File: src/rtl/prio_req_pkg.sv
// Shared types and helpers for the registered priority request encoder.
package prio_req_pkg;

    typedef enum logic {
        IDLE  = 1'b0,
        GRANT = 1'b1
    } prio_state_t;

    // Index width for n request lines, never less than one bit
    function automatic int unsigned clog2_min1(input int unsigned n);
        int unsigned r;
        r = 1;
        while ((32'd1 << r) < n) begin
            r = r + 1;
        end
        return r;
    endfunction

endpackage

File: src/rtl/prio_find_msb.sv
// Combinational highest-set-bit finder; idx is 0 when vec is empty.
module prio_find_msb
    import prio_req_pkg::*;
#(
    parameter int unsigned N = 8,
    localparam int unsigned W = clog2_min1(N)
) (
    input  logic [N-1:0] vec,
    output logic [W-1:0] idx,
    output logic         any
);

    // Scan upward so the highest set index is the last one written
    always_comb begin
        idx = '0;
        any = |vec;
        for (int i = 0; i < N; i++) begin
            if (vec[i]) begin
                idx = W'(i);
            end
        end
    end

endmodule

File: src/rtl/prio_req_encoder.sv
// Registered strict-priority request encoder with sticky pending bits,
// valid/ready grant handshake and a saturating lost-request counter.
// Optional build macro PRIO_REQ_MASK_EN adds a mask input that hides
// pending bits from selection without stopping them from latching.
module prio_req_encoder
    import prio_req_pkg::*;
#(
    parameter int unsigned N     = 8,
    parameter int unsigned CNT_W = 4,
    localparam int unsigned W    = clog2_min1(N)
) (
    input  logic             clk,
    input  logic             rst,
    input  logic [N-1:0]     Din,
    output logic [W-1:0]     Dout,
    output logic             Dvalid,
    input  logic             Dready,
`ifdef PRIO_REQ_MASK_EN
    input  logic [N-1:0]     mask,
`endif
    output logic [N-1:0]     pending,
    output logic [CNT_W-1:0] lost_cnt
);

    prio_state_t       state;
    prio_state_t       state_next;
    logic [N-1:0]      eligible;
    logic [N-1:0]      clr;
    logic [N-1:0]      pend_next;
    logic [W-1:0]      winner;
    logic              win_any;
    logic [W-1:0]      dout_next;
    logic              dvalid_next;
    logic [CNT_W-1:0]  lost_next;

    // Requests that may compete for the next grant
    always_comb begin
`ifdef PRIO_REQ_MASK_EN
        eligible = pending & ~mask;
`else
        eligible = pending;
`endif
    end

    prio_find_msb #(
        .N (N)
    ) u_find_msb (
        .vec (eligible),
        .idx (winner),
        .any (win_any)
    );

    // Next-state, pending update and collision counting
    always_comb begin
        state_next  = state;
        dout_next   = Dout;
        dvalid_next = Dvalid;
        clr         = '0;
        lost_next   = lost_cnt;

        if ((state == GRANT) && Dready) begin
            clr = N'(1) << Dout;
        end

        // A new pulse on the bit being accepted re-arms it (set beats clear)
        pend_next = (pending & ~clr) | Din;

        if ((|(Din & pending & ~clr)) && !(&lost_cnt)) begin
            lost_next = lost_cnt + CNT_W'(1);
        end

        case (state)
            IDLE: begin
                if (win_any) begin
                    dout_next   = winner;
                    dvalid_next = 1'b1;
                    state_next  = GRANT;
                end
            end
            GRANT: begin
                if (Dready) begin
                    dvalid_next = 1'b0;
                    state_next  = IDLE;
                end
            end
            default: begin
                dvalid_next = 1'b0;
                state_next  = IDLE;
            end
        endcase
    end

    // State and output registers
    always_ff @(posedge clk or posedge rst) begin
        if (rst) begin
            state    <= IDLE;
            Dout     <= '0;
            Dvalid   <= 1'b0;
            pending  <= '0;
            lost_cnt <= '0;
        end else begin
            state    <= state_next;
            Dout     <= dout_next;
            Dvalid   <= dvalid_next;
            pending  <= pend_next;
            lost_cnt <= lost_next;
        end
    end

endmodule

File: config.mk
export PLATFORM = sky130hd
export DESIGN_NAME = prio_req_encoder
export DESIGN_NICKNAME = d
export VERILOG_FILES = /design/src/rtl/prio_req_pkg.sv /design/src/rtl/prio_find_msb.sv /design/src/rtl/prio_req_encoder.sv
export SDC_FILE = /design/constraint.sdc
export NUM_CORES = 1
export LEC_CHECK = 0
export ABC_AREA = 1
export CAP_MARGIN = 20
export CORE_MARGIN = 5
export CORE_UTILIZATION = 41
export DETAILED_ROUTE_END_ITERATION = 8
export GPL_ROUTABILITY_DRIVEN = 1
export PLACE_DENSITY = 0.75
export SKIP_LAST_GASP = 1
export SLEW_MARGIN = 20
export SYNTH_ARGS = -nofsm -noshare
export SYNTH_HDL_FRONTEND = slang
export SYNTH_SLANG_ARGS = --single-unit
File: constraint.sdc
create_clock -name clk -period 1.05 [get_ports clk]
set_input_delay 0.105 -clock clk [delete_from_list [all_inputs] [get_ports clk]]
set_output_delay 0.105 -clock clk [all_outputs]
set_load 0.02 [all_outputs]
==> results.py, run 1 <==
# Metrics from the implementation run
metrics = {
    "outcome": {
        "outcome": "finished, violations left",
        "violations": "setup timing",
    },
    "final_timing": {
        "setup_tns_ns": -2.685,
        "postLayoutSetupSlackWorst_ns": -0.2960,
        "period_minus_slack_ns": 1.346,
        "hold_viol_final": 0,
        "setup_viol": 20,
        "rsz0062_at_grt": "true",
        "drv_slew": 0,
    },
    "global_routing": {
        "gr-total-overflow": 0,
        "grt_pass1_vias": 923,
    },
    "clock_network": {
        "clock_latency_ns": 0.28,
        "clock_path_buffers": 2,
    },
    "finish": {
        "register_area_um2": 434.2,
    },
    "logic_synthesis": {
        "top_cell": "nand2_1",
        "synthAoiAreaFrac_pct": 13.24,
        "synth_cell_types": 19,
        "numSynthFlops": 17,
        "syn_area_per_cell_um2": 7.528,
    },
    "route": {
        "first_iter_violations": 35,
        "vias_per_cell": 4.706,
        "dr.pass1.iters": 4,
        "wirelength_mm": 2.594,
    },
    "floorplanning": {
        "die_area_um2": 3309,
        "initCoreUtil_pct": 42.26,
    },
    "worst_setup_path": {
        "max_stage_delay_ns": 0.41,
    },
    "pwr": {
        "power_density_nw_per_um2": 2203,
    },
    "place": {
        "place_ws_ns": -0.6043,
    },
    "flow_run": {
        "tool_warnings": 29,
    },
}
==> run 1: power by group <==
group | leakage, nW | internal (mW) | total [mW] | switching [mW]
registers | 0.167 | 0.856 | 1.06 | 0.201
logic | 0.613 | 0.962 | 1.96 | 1.00
clock network | 0.0150 | 0.147 | 0.353 | 0.206
total | 0.795 | 1.96 | 3.37 | 1.41
==> run 1: cells by family (layout without fill, tap and decap cells) <==
family          after synthesis  count (layout)
simple gates                 65              65
flops                        17              17
fa+ha+maj                     1               1
compound gates               18              18
buf+inv                      21              81
xor+xnor                      1               1
==> run 1: worst max-delay path, delay by kind of cell, from the launching register on <==
family / cells / cell delay (ns)
and+or+nand+nor: 9 / 0.84
DFF: 1 / 0.41
==> run 1: layout make-up <==
type	instances	area share, %
inverters	21	5.310
multi-input cells	85	31.54
repair buffers	56	30.80
flip-flops and latches	17	28.35
clock buffers	4	1.716
well taps	28	2.288
==> run 1: state kept, by name (all words and copies together), names as in the netlist <==
name and cells:
lost_cnt 4, state 1, Dvalid 1, Dout 3
pending 8
==> run 1: per-layer routing <==
layer / share of wire [%] / track usage (%) / up-vias
li1: - / - / 498
met1: 44 / 20.28 / 464
met2: 50 / 27.10 / 29
met3: 4.8 / 3.394 / 2
met4: 1.0 / 5.960 / 0
met5: 0 / 0 / -
==> run 1: placed cells by master, fill, tap and decap left out, drive strengths merged <==
master         count
a21o               5
a21oi              1
a31oi              1
a41oi              1
buf               45
clkbuf             5
clkdlybuf4s50      9
dfrtp             17
dlygate4sd2        1
ha                 1
inv               21
nand2             46
nand3              7
nor2              12
o211ai             1
o21ai              4
o21bai             5
xnor2              1
==> run 1: path summary, 6_finish.rpt <==
path | endpoint | from | cells past startpoint
worst max-delay path | lost_cnt[3] | state | 9
min in group clk | state | Dready | 2
max in group asynchronous | pending[5] | rst | 3
worst min-delay path | state | rst | 3
worst max register to register | lost_cnt[3] | state | 9
worst min register to register | Dvalid | Dvalid | 2
==> run 1: repair_timing <==
item | 4_1_cts | 5_1_grt
gates cloned | 0 | 0
pin swaps | 8 | 4
resized | 72 | 32
setup endpoints to repair | 29 | 26
buffers inserted | 8 | 7
hold buffers | 0 | 0
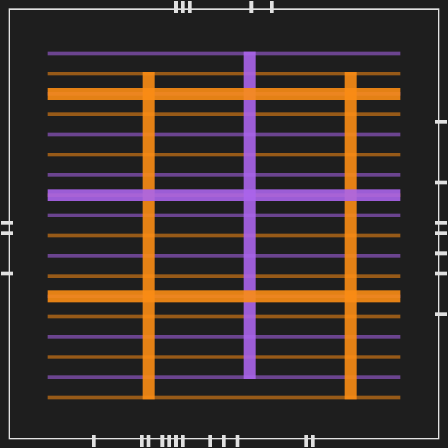
Figure 1: run 1, floorplan with the power grid.
Pins as bars on the die edge.
colour	net
purple	VDD
orange	VSS
met4 straps	3
rows	17
chip width: 57.52 µm
Core ar.: 2191 µm²
Die Height: 57.52 µm
maximum vdd ir drop: 1.403 mV

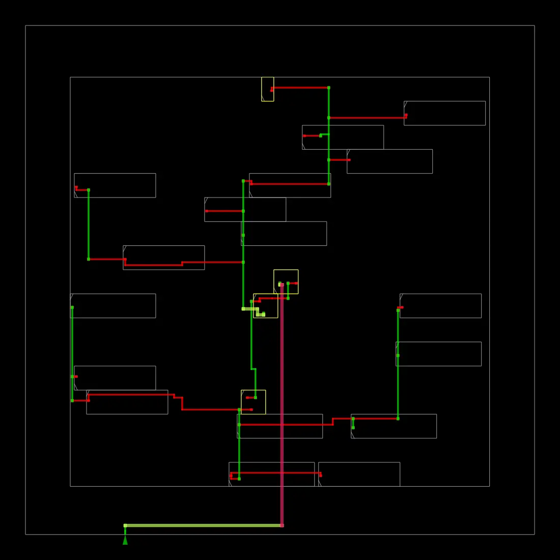
Figure 2: run 1, clock wiring as the flow saved it.
Sink Count: 17
Power Clock: 353 µW
clkbuf count: 4

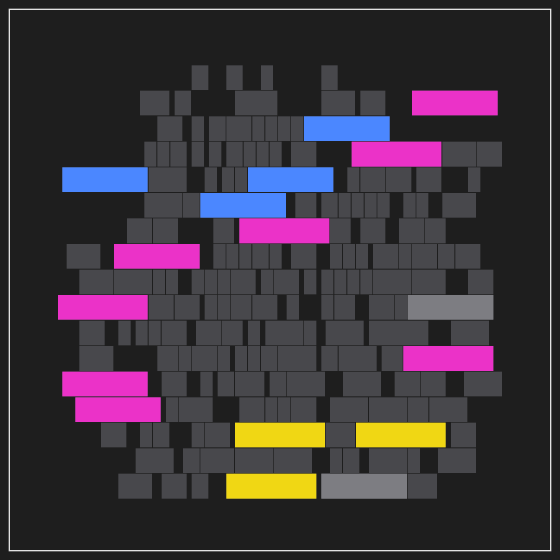
Figure 3: run 1, register map, names as in the netlist.
Other sequential cells in the stronger grey, the rest of the logic in the fainter grey.
colour	signal	flops
yellow	`Dout`	3
magenta	`pending`	8
blue	`lost_cnt`	4
not coloured	2

Figure 4. M1 wires (run 1).
Supply wires on this layer in grey.
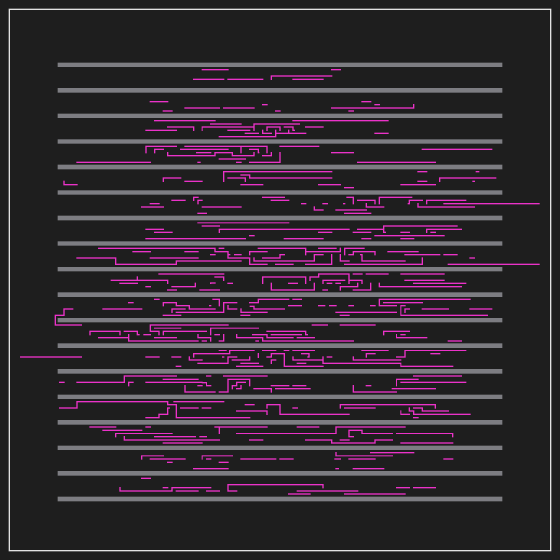

--- run 2 (diff from run 1) ---
==> constraint.sdc (replaced) <==
create_clock -name clk -period 1.05 [get_ports clk]
set_input_delay 0.315 -clock clk [delete_from_list [all_inputs] [get_ports clk]]
set_output_delay 0.315 -clock clk [all_outputs]
set_load 0.02 [all_outputs]
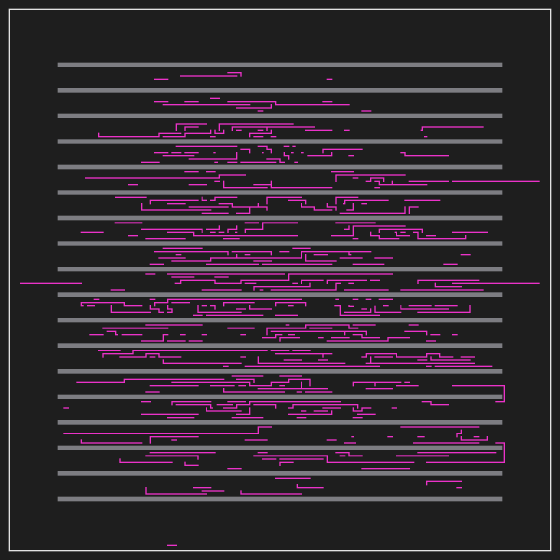
Figure 5: run 2, M1 wires.
Supply wires on this layer in grey.
longest straight run	20.7 µm
wire length on this layer	1,180 µm
nets with wire on the layer	180
main direction	horizontal
share of all routed wire	41%

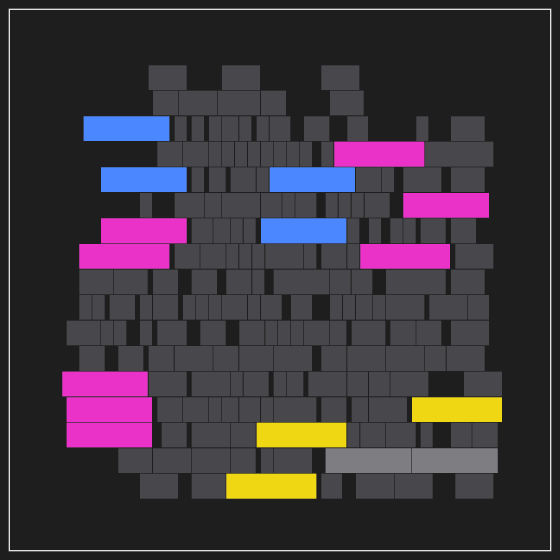
Figure 6: run 2, register map, names as in the netlist.
Other sequential cells in the stronger grey, the rest of the logic in the fainter grey.
colour	signal	flops
yellow	`Dout`	3
blue	`lost_cnt`	4
magenta	`pending`	8
utilization of the core after routing: 76.19%
flop share of the area: 25.94%

==> run 2 against run 1 <==
Net effect:
- the flow still finishes with violations (setup timing)
- clock-buffer cell count did not move
- sequential power barely moved
- highest routed layer unchanged
- final cell count increased by 1.9%
- die size did not move
- global-route usage shrank 0.091 points
- largest power group unchanged
- power up 9.1%
- routed wire length increased by 12%
- critical path type unchanged
- synthesized cell count did not move
- final area is 9.0% higher
- hold slack better by 0.21 ns
- first-iteration DRC count grew 49%
==> results.py, run 2 <==
# Metrics from the implementation run
metrics = {
    "clock_network": {
        "clock_path_buffers": 2,
        "hold_buffers": 0,
        "clock_latency_ns": 0.29,
        "clock_sinks": 17,
    },
    "outcome": {
        "outcome": "finished, violations left",
        "violations": "setup timing",
    },
    "place": {
        "place_ws_ns": -0.8105,
    },
    "global_routing": {
        "met1_usage_pct": 18.04,
        "gr-total-overflow": 0,
        "grt_use_met2_pct": 28.55,
        "grt_pass1_vias": 995,
        "grt_busiest_layer": "met2",
    },
    "final_timing": {
        "hold_viol_final": 0,
        "setup_viol": 33,
        "drv_slew": 0,
        "postLayoutSetupSlackWorst_ns": -0.3686,
        "period_minus_slack_ns": 1.419,
    },
    "finish": {
        "most-common-layout-cells": "nand2_1, buf_6, buf_4, inv_1, dfrtp_1",
        "largestRegisters": "pending x8, lost_cnt x4, Dout x3",
        "mostFrequentLayoutCell": "nand2_1",
        "largest_register_ffs": 8,
    },
    "route": {
        "first_iter_violations": 52,
        "vias_per_cell": 4.995,
        "wirelength_mm": 2.908,
    },
    "floorplanning": {
        "die_area_um2": 3309,
        "fp.dieH_um": 57.52,
        "initCoreUtil_pct": 42.26,
        "die-width_um": 57.52,
        "rows": 17,
        "io_pins": 27,
    },
    "worst_setup_path": {
        "max_stage_delay_ns": 0.42,
        "crit_type": "flop to flop",
        "timing.rr.end": "lost_cnt[1]",
        "r2r-start": "state",
        "cp.arrival_ns": 1.61,
        "cp-endpoint": "lost_cnt[1]",
    },
    "pwr": {
        "ir_drop_mv": 1.643,
    },
    "logic_synthesis": {
        "top_cell": "nand2_1",
        "synth_cell_types": 19,
        "mux_share_pct": 0,
        "numSynthFlops": 17,
        "syn_area_per_cell_um2": 7.528,
        "synthAoiAreaFrac_pct": 13.24,
    },
}
run 2: cell count changes in the layout (fill, tap and decap cells not counted), moves of 2 or more:
| cell | previous run | this run |
|---|---|---|
| buf_6 | 14 | 24 |
| nand2_4 | 4 | 2 |
| nand2_2 | 6 | 10 |
| nor2_1 | 8 | 2 |
| nor2_4 | 2 | 4 |
| buf_4 | 22 | 24 |
| nor2_2 | 2 | 6 |
| nand2_1 | 36 | 34 |
| buf_2 | 9 | 1 |
run 2: worst min-delay path by stage:
| stage | start | endpoint | slack, ns |
|---|---|---|---|
| 6_report | rst | pending[4] | 0.33 |
| 5_1_grt | rst | Dout[2] | 0.34 |
| 4_1_cts | rst | pending[0] | 0.33 |
| 3_5_place_dp | Dvalid | Dvalid | 0.56 |
| 3_3_place_gp | Dvalid | Dvalid | 0.56 |
| 2_1_floorplan | rst | Dvalid | 0.24 |
run 2: routing by layer:
metal  up-vias  part of all wire, %
li1        513                    -
met1       513                   41
met2        37                   52
met3        11                  4.4
met4         0                  3.1
met5         -                    0
run 2: kinds of logic after synthesis:
group,after synthesis
flip-flops,17
XOR/XNOR,1
adder cells (fa/ha/maj),1
AND-OR/OR-AND,18
AND/OR/NAND/NOR,65
buffers and inverters,21
run 2: critical path, delay by kind of cell (launching register included):
family	cells	cell delay, ns
flip-flops	1	0.42
AND/OR/NAND/NOR	9	0.88
run 2: stage by stage:
stage	setup TNS [ns]	util (%)	cells	hold WS (ns)
final	-5.182	76.19	215	0.3266
after global routing	-6.720	76.19	215	0.3372
after CTS	-4.160	71.16	210	0.3307
after detailed placement	-11.39	66.82	205	0.5617
after global placement	-11.02	66.82	205	0.5637
after floorplan	-0.8395	-	123	0.2407
run 2: layout make-up:
| cell class | instances | area [µm²] | area share, % |
|---|---|---|---|
| clock buffer | 4 | 26.28 | 1.574 |
| inverter | 21 | 78.83 | 4.723 |
| multi-input combinational | 85 | 521.8 | 31.26 |
| sequential | 17 | 432.9 | 25.94 |
| tap | 28 | 35.03 | 2.099 |
| timing repair buffer | 60 | 574.3 | 34.41 |
run 2: power breakdown:
group	switching, mW	internal, mW
sequential	0.193	0.854
combinational	1.13	1.16
clock	0.196	0.148
total	1.52	2.16
run 2: what timing repair did:
| item | 4_1_cts | 5_1_grt |
|---|---|---|
| cloned | 0 | 0 |
| resized | 109 | 24 |
| setup buffers | 1 | 5 |
| setup endpoints to repair | 33 | 33 |
| pin swaps | 11 | 8 |
--- run 3 (diff from run 2) ---
--- a/config.mk
+++ b/config.mk
@@ -6,7 +6,7 @@
 export NUM_CORES = 1
 export LEC_CHECK = 0
 export ABC_AREA = 1
-export CAP_MARGIN = 20
+export CAP_MARGIN = 40
 export CORE_MARGIN = 5
 export CORE_UTILIZATION = 41
 export DETAILED_ROUTE_END_ITERATION = 8
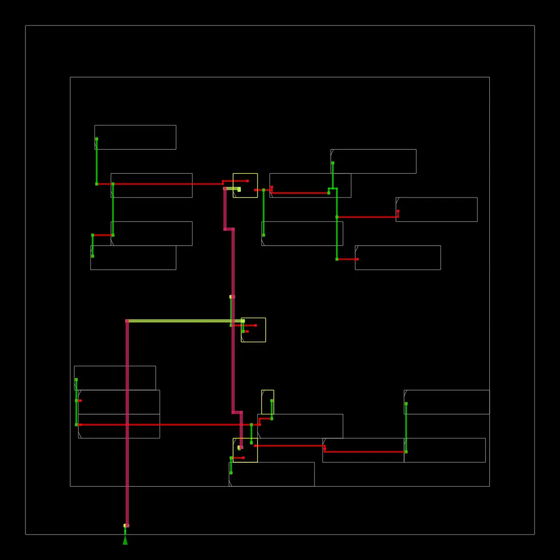
Figure 7: run 3, clock wiring as the flow saved it.
skew final: 0.003152 ns
Power Clock: 344 µW

==> run 3 against run 2 <==
Net effect:
- the run still ends with setup timing left
- critical path depth unchanged
- clock skew unchanged
- clock-buffer cell count unchanged
- die size unchanged
- first-iteration DRC count unchanged
- non-clock buffer count unchanged
- core utilization unchanged
- final area unchanged
- critical path type unchanged
- largest cell class unchanged
==> results.py, run 3 <==
# Metrics from the implementation run
metrics = {
    "outcome": {
        "violations": "setup timing",
        "outcome": "finished, violations left",
    },
    "logic_synthesis": {
        "synth_cell_types": 19,
        "syn_area_per_cell_um2": 7.528,
        "top_cell": "nand2_1",
        "numSynthFlops": 17,
    },
    "final_timing": {
        "postLayoutSetupSlackWorst_ns": -0.3686,
        "hold_viol_final": 0,
        "period_minus_slack_ns": 1.419,
        "setup_tns_ns": -5.182,
        "rsz0062_at_grt": "true",
        "drv_slew": 0,
        "setup_viol": 33,
    },
    "finish": {
        "largest_register_ffs": 8,
        "comb_area_um2": 521.8,
        "regMostFlops": "pending",
        "most-common-layout-cells": "nand2_1, buf_6, buf_4, inv_1, dfrtp_1",
        "instances_no_fill": 215,
        "largestRegisters": "pending x8, lost_cnt x4, Dout x3",
    },
    "route": {
        "dr.pass1.iters": 5,
        "wirelength_mm": 2.908,
        "first_iter_violations": 52,
        "vias_per_cell": 4.995,
    },
    "floorplanning": {
        "core_um2": 2191,
        "io_pins": 27,
        "rows": 17,
    },
    "worst_setup_path": {
        "r2r-start": "state",
        "cp-startpoint": "state",
        "cp-endpoint": "lost_cnt[1]",
        "timing.rr.end": "lost_cnt[1]",
    },
    "global_routing": {
        "gr-total-overflow": 0,
    },
    "pwr": {
        "power_density_nw_per_um2": 2204,
        "p_comb_share_pct": 62.2,
        "p_switching_mw": 1.520,
        "seqPwrFrac_pct": 28.5,
        "ir_drop_mv": 1.643,
    },
    "clock_network": {
        "clock_latency_ns": 0.29,
    },
    "flow_run": {
        "tool_warnings": 29,
    },
}
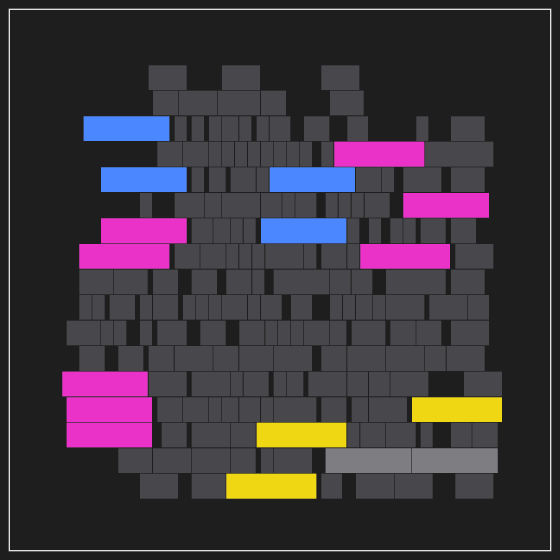
Figure 8: run 3, register map, names as in the netlist.
Other sequential cells in the stronger grey, the rest of the logic in the fainter grey.
colour	signal	flops
blue	`lost_cnt`	4
magenta	`pending`	8
yellow	`Dout`	3
not coloured	2

run 3: cell counts after synthesis:
No cell type changed its count.
run 3: what timing repair did:
| item | in CTS | in global routing |
|---|---|---|
| setup buffers | 1 | 5 |
| resized | 109 | 24 |
| setup endpoints to repair | 33 | 33 |
| cloned | 0 | 0 |
| pin swaps | 11 | 8 |
run 3: worst max-delay path: stages (launching register included):
cell and delay [ns]:
dfrtp_1 0.42, nand2_2 0.10, nor2_4 0.16, nand2_2 0.09, nand2_1 0.08, nand2_1 0.07
nor2_2 0.12, nand2_2 0.10, nand3_1 0.10, nand2_1 0.06
run 3: how the worst min path moves through the flow:
stage                     startpoint          to  slack (ns)  cells after the start
after global placement        Dvalid      Dvalid        0.56                      3
after global routing             rst     Dout[2]        0.34                      3
after floorplan                  rst      Dvalid        0.24                      1
after CTS                        rst  pending[0]        0.33                      3
final                            rst  pending[4]        0.33                      3
after detailed placement      Dvalid      Dvalid        0.56                      3
run 3: power by group through the flow:
stage | clock [mW] | sequential [mW] | combinational, mW
after floorplan | 0 | 1.27 | 0.642
after global placement | 0 | 1.01 | 1.80
after detailed placement | 0 | 1.02 | 1.85
after CTS | 0.360 | 1.03 | 1.98
after global routing | 0.388 | 1.07 | 2.47
final | 0.344 | 1.05 | 2.29
run 3: routing by layer:
layer / routed length, µm / vias to the layer above / track usage (%)
li1: - / 513 / -
met1: 1181 / 513 / 18.04
met2: 1508 / 37 / 28.55
met3: 129 / 11 / 2.262
met4: 89 / 0 / 9.272
met5: 0 / - / 0
run 3: cells by family (layout without fill, tap and decap cells):
group	Yosys count	count (layout)	synth area share, %
fa+ha+maj	1	1	1.351
simple gates	65	65	30.00
flops	17	17	45.95
compound gates	18	18	13.24
xor+xnor	1	1	0.9461
buf+inv	21	85	8.514
run 3: final cells by class:
cell class | instances | area share (%)
Sequential cell | 17 | 25.94
Clock buffer | 4 | 1.574
Inverter | 21 | 4.723
Multi-Input combinational cell | 85 | 31.26
Tap cell | 28 | 2.099
Timing Repair Buffer | 60 | 34.41
run 3: stage by stage:
step | utilization [%] | area, µm² | hold WS, ns | worst slack [ns]
after detailed placement | 66.82 | 1464 | 0.5617 | -0.8105
final | 76.19 | 1669 | 0.3266 | -0.3686
after floorplan | - | 945.9 | 0.2407 | -0.1746
after CTS | 71.16 | 1559 | 0.3307 | -0.3063
after global placement | 66.82 | 1464 | 0.5637 | -0.7901
after global routing | 76.19 | 1669 | 0.3372 | -0.4820
Power figures rest on the tool's default switching activity, not on a simulated workload.
